Fig. 1: placed cells, one colour a class
The bar under the picture is 20 um long. Fill, decap, tap and diode cells in grey.
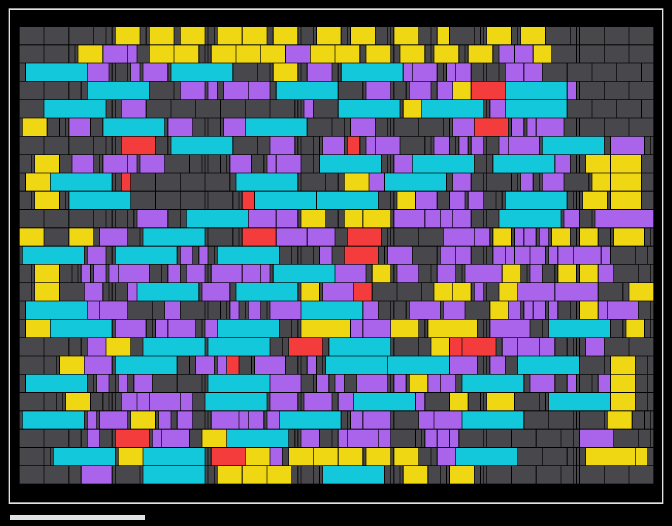
Fig. 2: gate-type map
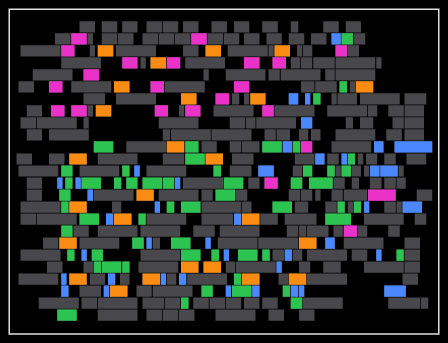
Fig. 3: clock routing
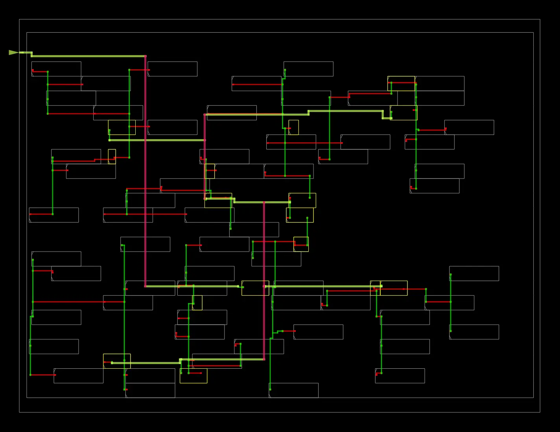
Fig. 4: supply network
Pins as bars on the die edge.
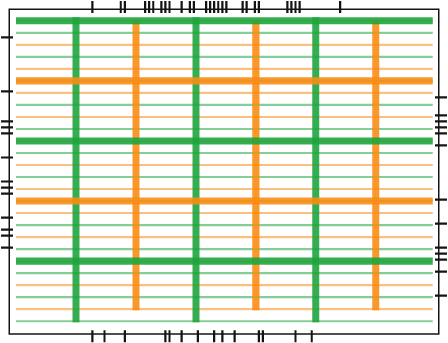
Fig. 5: where the registers sit
Other sequential cells in the stronger grey, the rest of the logic in the fainter grey.
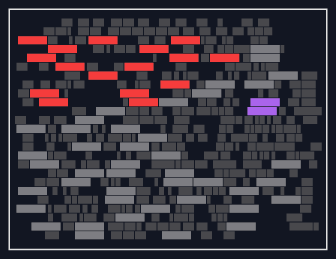
$ cat src/rtl/lane_dist_pkg.sv
`default_nettype none
// +----------------------------------------------------------------------------+
// | Module  : lane_dist_pkg                                                    |
// | Brief   : Shared constants, lane-index type and helpers for lane_dist_n.   |
// | Revision: 1.0                                                              |
// +----------------------------------------------------------------------------+
package lane_dist_pkg;

  localparam logic [3:0] D_SEL_TRANSPORT = 4'h8;
  localparam int         MAX_LANES       = 4;
  localparam int         LANE_IDX_W      = $clog2(MAX_LANES);

  typedef logic [LANE_IDX_W-1:0] lane_idx_t;

  // Index of the highest active lane: NUM_LANES-1 when bonded, lane 0 otherwise.
  function automatic lane_idx_t last_lane(input logic bonded, input int num_lanes);
    return bonded ? lane_idx_t'(num_lanes - 1) : lane_idx_t'(0);
  endfunction

endpackage
`default_nettype wire

$ cat src/rtl/lane_dist_n_if.sv
`default_nettype none
// +----------------------------------------------------------------------------+
// | Module  : lane_dist_n_if                                                   |
// | Brief   : Valid/ready stream bundle used on every lane_dist_n data port.   |
// | Revision: 1.0                                                              |
// +----------------------------------------------------------------------------+
interface lane_dist_n_if #(
  parameter int W = 8
);

  logic [W-1:0] data;
  logic         valid;
  logic         ready;

  modport master (output data, output valid, input ready);
  modport slave  (input data, input valid, output ready);

endinterface
`default_nettype wire

$ cat src/rtl/lane_dist_rx_unpack.sv
`default_nettype none
// +----------------------------------------------------------------------------+
// | Module  : lane_dist_rx_unpack                                              |
// | Brief   : RX word register and byte unpacker; LANE_DIST_ERR_EN adds        |
// |           the sticky rx_overrun flag.                                      |
// | Revision: 1.0                                                              |
// +----------------------------------------------------------------------------+
module lane_dist_rx_unpack
  import lane_dist_pkg::*;
#(
  parameter int NUM_LANES = 2,
  parameter int DATA_W    = 8
) (
  input  logic                 clk,
  input  logic                 rst_n,
  input  logic                 enable_i,
  input  logic                 transport_i,
  input  lane_idx_t            last_i,
  lane_dist_n_if.slave         rx_in_i,
  lane_dist_n_if.master        rx_out_o
`ifdef LANE_DIST_ERR_EN
  ,
  output logic                 rx_overrun_o
`endif
);

  localparam int WORD_W = NUM_LANES * DATA_W;

  logic [WORD_W-1:0] word_q, word_d;
  lane_idx_t         cnt_q, cnt_d;
  logic              valid_q, valid_d;
  logic              w_emit, w_in_ready, w_acc;

  // cnt_q counts bytes still to follow the one currently presented.
  assign w_emit     = valid_q && rx_out_o.ready;
  assign w_in_ready = enable_i && (!valid_q || (w_emit && (cnt_q == '0)));
  assign w_acc      = rx_in_i.valid && w_in_ready;

  always_comb begin
    word_d  = word_q;
    cnt_d   = cnt_q;
    valid_d = valid_q;
    if (w_emit) begin
      if (cnt_q == '0) begin
        valid_d = 1'b0;
      end else begin
        word_d = word_q >> DATA_W;
        cnt_d  = cnt_q - lane_idx_t'(1);
      end
    end
    if (w_acc) begin
      word_d  = rx_in_i.data;
      cnt_d   = transport_i ? last_i : lane_idx_t'(0);
      valid_d = 1'b1;
    end
  end

  always_ff @(posedge clk or negedge rst_n) begin
    if (!rst_n) begin
      word_q  <= '0;
      cnt_q   <= '0;
      valid_q <= 1'b0;
    end else if (!enable_i) begin
      word_q  <= '0;
      cnt_q   <= '0;
      valid_q <= 1'b0;
    end else begin
      word_q  <= word_d;
      cnt_q   <= cnt_d;
      valid_q <= valid_d;
    end
  end

  assign rx_in_i.ready  = w_in_ready;
  assign rx_out_o.data  = word_q[DATA_W-1:0];
  assign rx_out_o.valid = valid_q;

`ifdef LANE_DIST_ERR_EN
  logic overrun_q;

  always_ff @(posedge clk or negedge rst_n) begin
    if (!rst_n) begin
      overrun_q <= 1'b0;
    end else if (!enable_i) begin
      overrun_q <= 1'b0;
    end else if (rx_in_i.valid && !w_in_ready) begin
      overrun_q <= 1'b1;
    end
  end

  assign rx_overrun_o = overrun_q;
`endif

endmodule
`default_nettype wire

$ cat src/rtl/lane_dist_n.sv
`default_nettype none
// +----------------------------------------------------------------------------+
// | Module  : lane_dist_n                                                      |
// | Brief   : N-lane TX distributer / RX merger, single clock, valid/ready.    |
// |           Define LANE_DIST_ERR_EN for the rx_overrun error flag.           |
// | Revision: 1.0                                                              |
// +----------------------------------------------------------------------------+
module lane_dist_n
  import lane_dist_pkg::*;
#(
  parameter int NUM_LANES = 2,
  parameter int DATA_W    = 8
) (
  input  logic          clk,
  input  logic          rst_n,
  input  logic          enable_t_i,
  input  logic          enable_r_i,
  input  logic [3:0]    d_sel_i,
  input  logic          bonded_i,
  lane_dist_n_if.slave  tx_in_i,
  lane_dist_n_if.master tx_out_o,
  lane_dist_n_if.slave  rx_in_i,
  lane_dist_n_if.master rx_out_o,
  output logic          enable_enc_o,
  output logic          rx_lanes_on_o
`ifdef LANE_DIST_ERR_EN
  ,
  output logic          rx_overrun_o
`endif
);

  localparam int WORD_W = NUM_LANES * DATA_W;

  logic [WORD_W-1:0] asm_q, asm_d, out_q, out_d;
  lane_idx_t         idx_q, idx_d;
  logic              asm_full_q, asm_full_d, out_valid_q, out_valid_d;
  logic              enc_q, en_t_q, bonded_t_q, bonded_r_q, lanes_on_q;

  logic              w_bonded_t, w_bonded_r, w_transport;
  lane_idx_t         w_last_t, w_last_r;
  logic              w_out_free, w_move, w_flush, w_in_ready, w_acc, w_complete;
  logic [WORD_W-1:0] w_word;

  // The bonded bit is taken live in the first enabled cycle so that cycle's traffic already uses it.
  assign w_bonded_t  = (enable_t_i && !en_t_q) ? bonded_i : bonded_t_q;
  assign w_bonded_r  = (enable_r_i && !lanes_on_q) ? bonded_i : bonded_r_q;
  assign w_last_t    = last_lane(w_bonded_t, NUM_LANES);
  assign w_last_r    = last_lane(w_bonded_r, NUM_LANES);
  assign w_transport = (d_sel_i == D_SEL_TRANSPORT);

  assign w_out_free  = !out_valid_q || tx_out_o.ready;
  assign w_move      = asm_full_q && w_out_free;
  assign w_flush     = enable_t_i && !asm_full_q && (idx_q != '0) && !w_transport;
  assign w_in_ready  = enable_t_i && !w_flush && !(asm_full_q && !w_out_free);
  assign w_acc       = tx_in_i.valid && w_in_ready;

  always_comb begin
    asm_d       = asm_q;
    idx_d       = idx_q;
    asm_full_d  = asm_full_q;
    out_d       = out_q;
    out_valid_d = out_valid_q && !tx_out_o.ready;
    w_word      = w_move ? '0 : asm_q;
    w_complete  = 1'b0;
    if (w_move) begin
      out_d       = asm_q;
      out_valid_d = 1'b1;
      asm_d       = '0;
      asm_full_d  = 1'b0;
    end
    if (w_acc) begin
      for (int k = 0; k < NUM_LANES; k++) begin
        if (w_transport ? (lane_idx_t'(k) == idx_q) : (lane_idx_t'(k) <= w_last_t)) begin
          w_word[k*DATA_W +: DATA_W] = tx_in_i.data;
        end
      end
      w_complete = !w_transport || (idx_q == w_last_t);
      idx_d      = w_complete ? lane_idx_t'(0) : idx_q + lane_idx_t'(1);
      asm_d      = w_word;
    end else if (w_flush) begin
      w_complete = 1'b1;
      idx_d      = '0;
    end
    // A finished word bypasses the assembly register whenever the output slot is free.
    if (w_complete) begin
      if (!w_move && w_out_free) begin
        out_d       = w_word;
        out_valid_d = 1'b1;
        asm_d       = '0;
        asm_full_d  = 1'b0;
      end else begin
        asm_d      = w_word;
        asm_full_d = 1'b1;
      end
    end
  end

  always_ff @(posedge clk or negedge rst_n) begin
    if (!rst_n) begin
      asm_q       <= '0;
      idx_q       <= '0;
      asm_full_q  <= 1'b0;
      out_q       <= '0;
      out_valid_q <= 1'b0;
      enc_q       <= 1'b0;
      en_t_q      <= 1'b0;
      bonded_t_q  <= 1'b0;
    end else if (!enable_t_i) begin
      asm_q       <= '0;
      idx_q       <= '0;
      asm_full_q  <= 1'b0;
      out_q       <= '0;
      out_valid_q <= 1'b0;
      enc_q       <= 1'b0;
      en_t_q      <= 1'b0;
    end else begin
      asm_q       <= asm_d;
      idx_q       <= idx_d;
      asm_full_q  <= asm_full_d;
      out_q       <= out_d;
      out_valid_q <= out_valid_d;
      enc_q       <= enc_q || (out_valid_q && tx_out_o.ready);
      en_t_q      <= 1'b1;
      bonded_t_q  <= w_bonded_t;
    end
  end

  always_ff @(posedge clk or negedge rst_n) begin
    if (!rst_n) begin
      lanes_on_q <= 1'b0;
      bonded_r_q <= 1'b0;
    end else begin
      lanes_on_q <= enable_r_i;
      if (enable_r_i) begin
        bonded_r_q <= w_bonded_r;
      end
    end
  end

  assign tx_in_i.ready  = w_in_ready;
  assign tx_out_o.data  = out_q;
  assign tx_out_o.valid = out_valid_q;
  assign enable_enc_o   = enc_q;
  assign rx_lanes_on_o  = lanes_on_q;

  lane_dist_rx_unpack #(
    .NUM_LANES (NUM_LANES),
    .DATA_W    (DATA_W)
  ) u_rx_unpack (
    .clk          (clk),
    .rst_n        (rst_n),
    .enable_i     (enable_r_i),
    .transport_i  (w_transport),
    .last_i       (w_last_r),
    .rx_in_i      (rx_in_i),
    .rx_out_o     (rx_out_o)
`ifdef LANE_DIST_ERR_EN
    ,
    .rx_overrun_o (rx_overrun_o)
`endif
  );

endmodule
`default_nettype wire

$ cat src/flat_wrapper.sv
// flat-port wrapper written by rule: the top's interface ports become plain ports
module lane_dist_n_flat import lane_dist_pkg::*;
#(
  parameter int NUM_LANES = 2,
  parameter int DATA_W    = 8
)
  (clk, rst_n, enable_t_i, enable_r_i, d_sel_i, bonded_i, enable_enc_o, rx_lanes_on_o, tx_in_i_data, tx_in_i_valid, tx_in_i_ready, tx_out_o_data, tx_out_o_valid, tx_out_o_ready, rx_in_i_data, rx_in_i_valid, rx_in_i_ready, rx_out_o_data, rx_out_o_valid, rx_out_o_ready);
  lane_dist_n_if #(.W((8))) tx_in_i_i ();
  lane_dist_n_if #(.W((2) * (8))) tx_out_o_i ();
  lane_dist_n_if #(.W((2) * (8))) rx_in_i_i ();
  lane_dist_n_if #(.W((8))) rx_out_o_i ();
  input  logic clk;
  input  logic rst_n;
  input  logic enable_t_i;
  input  logic enable_r_i;
  input  logic [3:0] d_sel_i;
  input  logic bonded_i;
  output logic enable_enc_o;
  output logic rx_lanes_on_o;
  input wire logic [$bits(tx_in_i_i.data)-1:0] tx_in_i_data;
  input wire logic [$bits(tx_in_i_i.valid)-1:0] tx_in_i_valid;
  output wire logic [$bits(tx_in_i_i.ready)-1:0] tx_in_i_ready;
  output wire logic [$bits(tx_out_o_i.data)-1:0] tx_out_o_data;
  output wire logic [$bits(tx_out_o_i.valid)-1:0] tx_out_o_valid;
  input wire logic [$bits(tx_out_o_i.ready)-1:0] tx_out_o_ready;
  input wire logic [$bits(rx_in_i_i.data)-1:0] rx_in_i_data;
  input wire logic [$bits(rx_in_i_i.valid)-1:0] rx_in_i_valid;
  output wire logic [$bits(rx_in_i_i.ready)-1:0] rx_in_i_ready;
  output wire logic [$bits(rx_out_o_i.data)-1:0] rx_out_o_data;
  output wire logic [$bits(rx_out_o_i.valid)-1:0] rx_out_o_valid;
  input wire logic [$bits(rx_out_o_i.ready)-1:0] rx_out_o_ready;
  assign tx_in_i_i.data = tx_in_i_data;
  assign tx_in_i_i.valid = tx_in_i_valid;
  assign tx_in_i_ready = tx_in_i_i.ready;
  assign tx_out_o_data = tx_out_o_i.data;
  assign tx_out_o_valid = tx_out_o_i.valid;
  assign tx_out_o_i.ready = tx_out_o_ready;
  assign rx_in_i_i.data = rx_in_i_data;
  assign rx_in_i_i.valid = rx_in_i_valid;
  assign rx_in_i_ready = rx_in_i_i.ready;
  assign rx_out_o_data = rx_out_o_i.data;
  assign rx_out_o_valid = rx_out_o_i.valid;
  assign rx_out_o_i.ready = rx_out_o_ready;
  lane_dist_n #(.NUM_LANES(NUM_LANES), .DATA_W(DATA_W)) u_core (.clk(clk), .rst_n(rst_n), .enable_t_i(enable_t_i), .enable_r_i(enable_r_i), .d_sel_i(d_sel_i), .bonded_i(bonded_i), .tx_in_i(tx_in_i_i), .tx_out_o(tx_out_o_i), .rx_in_i(rx_in_i_i), .rx_out_o(rx_out_o_i), .enable_enc_o(enable_enc_o), .rx_lanes_on_o(rx_lanes_on_o));
endmodule
$ cat config.mk
export PLATFORM = sky130hd
export DESIGN_NAME = lane_dist_n_flat
export DESIGN_NICKNAME = d
export VERILOG_FILES = /design/src/rtl/lane_dist_pkg.sv /design/src/rtl/lane_dist_n_if.sv /design/src/rtl/lane_dist_rx_unpack.sv /design/src/rtl/lane_dist_n.sv /design/src/flat_wrapper.sv
export SDC_FILE = /design/constraint.sdc
export NUM_CORES = 1
export LEC_CHECK = 0
export CORE_ASPECT_RATIO = 0.75
export CORE_UTILIZATION = 45
export DETAILED_ROUTE_END_ITERATION = 16
export PLACE_DENSITY = 0.72
export SETUP_SLACK_MARGIN = 0.3
export SLEW_MARGIN = 20
export SYNTH_ARGS = -nofsm -noshare
export SYNTH_HDL_FRONTEND = slang
export SYNTH_SLANG_ARGS = --single-unit
$ cat constraint.sdc
create_clock -name clk -period 2.3 [get_ports clk]
set_input_delay 0.345 -clock clk [delete_from_list [all_inputs] [get_ports clk]]
set_output_delay 0.345 -clock clk [all_outputs]
set_load 0.02 [all_outputs]
==> flow_metrics.py <==
# Flow results
metrics = {
    "global_routing": {
        "use_met2_pct": 34.0,
        "track_usage_pct": 22.5,
        "grt_overflow": 0,
        "antenna_found_initial": 0,
        "grt_util_met3_pct": 8.24,
        "grt-busiest-layer": "met2",
    },
    "setup_path": {
        "path_class": "reg -> out",
        "cp.depth": 6,
        "path_buffers": 2,
        "crit_path_start": "u_core.idx_q[1]",
        "cp.arrival_ps": 1620,
        "r2r_setup_slack_ps": 400,
        "crit_slowest_cell": "dfrtp_1",
        "crit_chain": "inv_1 -> ha_2 -> or2_4 -> nor2_4 -> nor3b_2 -> buf_4",
        "critPathLaunchType": "flop",
        "worstPathRequired_ps": 1960,
        "path_max_fanout": 3,
    },
    "synthesis": {
        "synthAdderAreaFrac_pct": 1.56,
        "synth_area_um2": 3040,
        "synth_cell_type_count": 50,
        "top_cells_by_area": "dfrtp_1 49%, mux2_2 5.9%, a21oi_1 3.5%, nor2_1 2.7%, mux2i_1 2.6%",
        "synthSimpleGateAreaFrac_pct": 14.7,
        "ys_async_sr_fraction_pct": 100,
        "edf_count": 0,
        "synthFlopType": "dfrtp_1",
        "xor_area_share_pct": 0.288,
        "synth_area_leader_cell": "dfrtp_1",
        "fp_nets": 322,
        "top_area_share_pct": 49.4,
        "common_cells": "60 x dfrtp_1, 22 x nor2_1, 21 x a21oi_1, 16 x mux2_2, 13 x nand2_1",
        "synth.most_common_cell": "dfrtp_1",
        "yosysCellCount": 282,
    },
    "cells_and_area": {
        "buffers": 94,
        "stdcell_area_um2": 4180,
        "lay_top_cells": "60 x dfrtp_1, 59 x clkdlybuf4s50_1, 23 x buf_4, 20 x a21oi_1, 20 x nor2_1",
        "nets": 400,
        "num_antenna_cells": 0,
        "syn_to_final_growth_pct": 37.4,
        "ff_count": 60,
        "largest_class": "flip-flops and latches",
        "layout_top_cell": "dfrtp_1",
        "clockNetworkAreaShare_pct": 4.04,
        "inverters": 6,
    },
    "floorplanning": {
        "ios": 67,
        "n_tap_cell": 81,
        "dieArea_um2": 7090,
        "core.rowCount": 25,
    },
    "power": {
        "clockPowerShare_pct": 32.3,
        "comb_power_w": 0.000556,
        "p_sw_share_pct": 28.4,
        "pwr-share-seq_pct": 45.8,
        "total_power_w": 0.00254,
        "p_leak_nw": 2.02,
        "switching_power_w": 0.000721,
    },
    "route": {
        "routed_wl_um": 7600,
        "antenna_left": 0,
        "wl_met1_um": 3560,
        "vias_per_cell": 5.58,
        "routed-wl-met3_um": 373,
        "num_vias": 2489,
        "wl_met2_um": 3550,
        "drc_errors": 0,
        "dr.pass1.iters": 4,
    },
    "sta": {
        "rsz0062_at_grt": "true",
        "fin_hold_ws_ps": -12.8,
        "fin_setup_tns_ps": 0,
        "fin_skew_ps": 6.44,
        "worst_pin_slew_ps": 428,
        "setup_ws_ps": 339,
        "setup_viol": 0,
        "hold_viol": 7,
        "relSlewSlack_pct": 71.4,
    },
    "flow_run": {
        "tool_warnings": 29,
    },
    "run_status": {
        "violations": "hold timing",
        "status": "finished, violations left",
    },
    "place": {
        "place.gp.congestion": 0.810,
        "hpwl_um": 5060,
        "place_inst": 429,
    },
    "worst_hold_path": {
        "hold_path.class": "in -> async",
    },
    "clocking": {
        "htreeDepth": 3,
        "clkTransAtPathRegs_ps": 60,
        "cts_tree": "yes",
        "root_buffer": "clkbuf_8",
    },
}
Notes on Fig. 1 above:
| class | colour | cells | share of their area |
|---|---|---|---|
| clock drivers and dummy loads | red | 16 | 4.1% |
| sequential cells | cyan | 60 | 37% |
| combinational and other logic | purple | 195 | 37% |
| remaining buffers and delay cells | yellow | 94 | 23% |
Finished Core Util: 65.1%
CORE AREA: 6410 um^2

Notes on Fig. 2 above:
| family | colour | cells |
|---|---|---|
| nor cells | blue | 41 |
| aoi and oai cells | green | 55 |
| mux cells | orange | 25 |
| non-inverting ao/oa cells | magenta | 22 |
combinational share of cell area: 35.1%
final cell count without fillers: 446

Notes on Fig. 3 above:
clock sinks: 60
Clock buffer cells: 11
cts bufs inserted: 9

Notes on Fig. 4 above:
| net | colour |
|---|---|
| VSS | green |
| VDD | orange |
met1 rails: 26
met5 straps: 5
signal pins: 67
rows: 25
met4 straps: 6
Die Y: 73.2 um
Die Width: 96.9 um
VDD IR-drop max: 387 uV

Notes on Fig. 5 above:
| name in the netlist | colour | sequential cells |
|---|---|---|
| u_core.u_rx_unpack.word_q | red | 16 |
| u_core.idx_q | purple | 2 |
not coloured: 42
flop share of the area: 35.9%
sequential cell power: 0.00116 W
storage element area: 1500 um^2

Power and IR drop assume default switching activity.
